==> images/wire_density.png <==
The die is cut into 16 by 16 equal tiles; white is low, dark blue is high, scaled to the fullest tile. Values are wire area over tile area, all layers added.
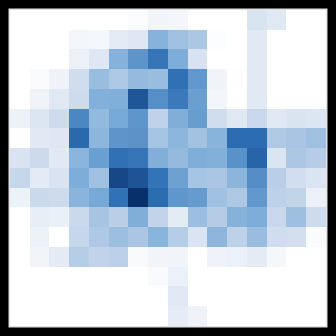
==> images/final_congestion.png <==
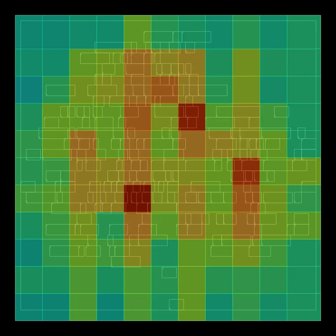
Design parity_uart_tx, sky130hd; sources not shown.
==> reports/results.ini <==
[timing]
relSlewSlack = 0.536
fin_setup_tns_ns = 0
finalMaxSlewViolations = 0
setup_ws_ns = 0.293

[yosys]
synthTopCellsByCount = dfxtp_1 (28), nand2_1 (16), nand3_1 (14)
ys_sh_xor = 0.0614
synthMuxAreaShare = 0.0906
ff_type = dfxtp_1
synth.largest_area_cell = dfxtp_1
netlist_area_mm2 = 0.00171
ys_seq_share = 0.327
adder_share = 0.0351
top_area_frac = 0.327
topCellsByArea = dfxtp_1 (33%), mux2_4 (6.1%), xnor2_1 (5.1%)
ys_chip_area_mm2 = 0.00171

[worst_setup_path]
r2r_setup_slack_ns = 0.48
crit_fanout = 14
critPathLaunchType = flop
critPathMaxStageDelay_ns = 0.64
path_cells = or2_1 > nor3_1 > clkdlybuf4s50_1
crit_required_ns = 2.19
cp.arrival_ns = 1.90

[finish]
dominant_cells = logic gates
buf_share = 0.0829
seq_share = 0.286
seq_cells = 28
diodes = 0
n_fill_cell = 563
area_delta_synth_final_pct = 14.6
design_area_mm2 = 0.00196

[clock_network]
clk_latency_ns = 0.28
cts_tree = done
clk_pin_slew_ns = 0.10

[hold_path]
holdPathStages = 2

[power]
clk-power_uw = 339
power.internal_uw = 696
power_leader = sequential cells
switchingPower_uw = 220
total_power_uw = 916
pwr-share-clk = 0.370
p_comb_frac = 0.151

[drt]
top_layer_used = met4
viasPerCell = 5.14
dr.first_iter.drc_count = 57
dr.pass1.iters = 5

[die]
initial_core_util = 0.311
die_w_um = 77.6
chipArea_mm2 = 0.00602

[global_route]
met1_usage = 0.196
first_global_vias = 1327
gr-total-overflow = 0

[place]
io_buffers = 14
dpl.hpwl_mm = 2.58

[run_status]
outcome = completed

About wire_density.png:
35% of the tiles are nearly empty. The fullest tile reaches 0.44. The densest ninth of the die: centre. The mean over all tiles is 0.097. 13% of the tiles are over half the peak.
wire per inst: 13.3 um
routed wire length: 3.75 mm
gr usage total: 0.134

About final_congestion.png:
GR Util met2: 0.194
GRT busiest layer: met1
post-layout util: 0.357

Power is estimated from default activity; no workload was simulated.
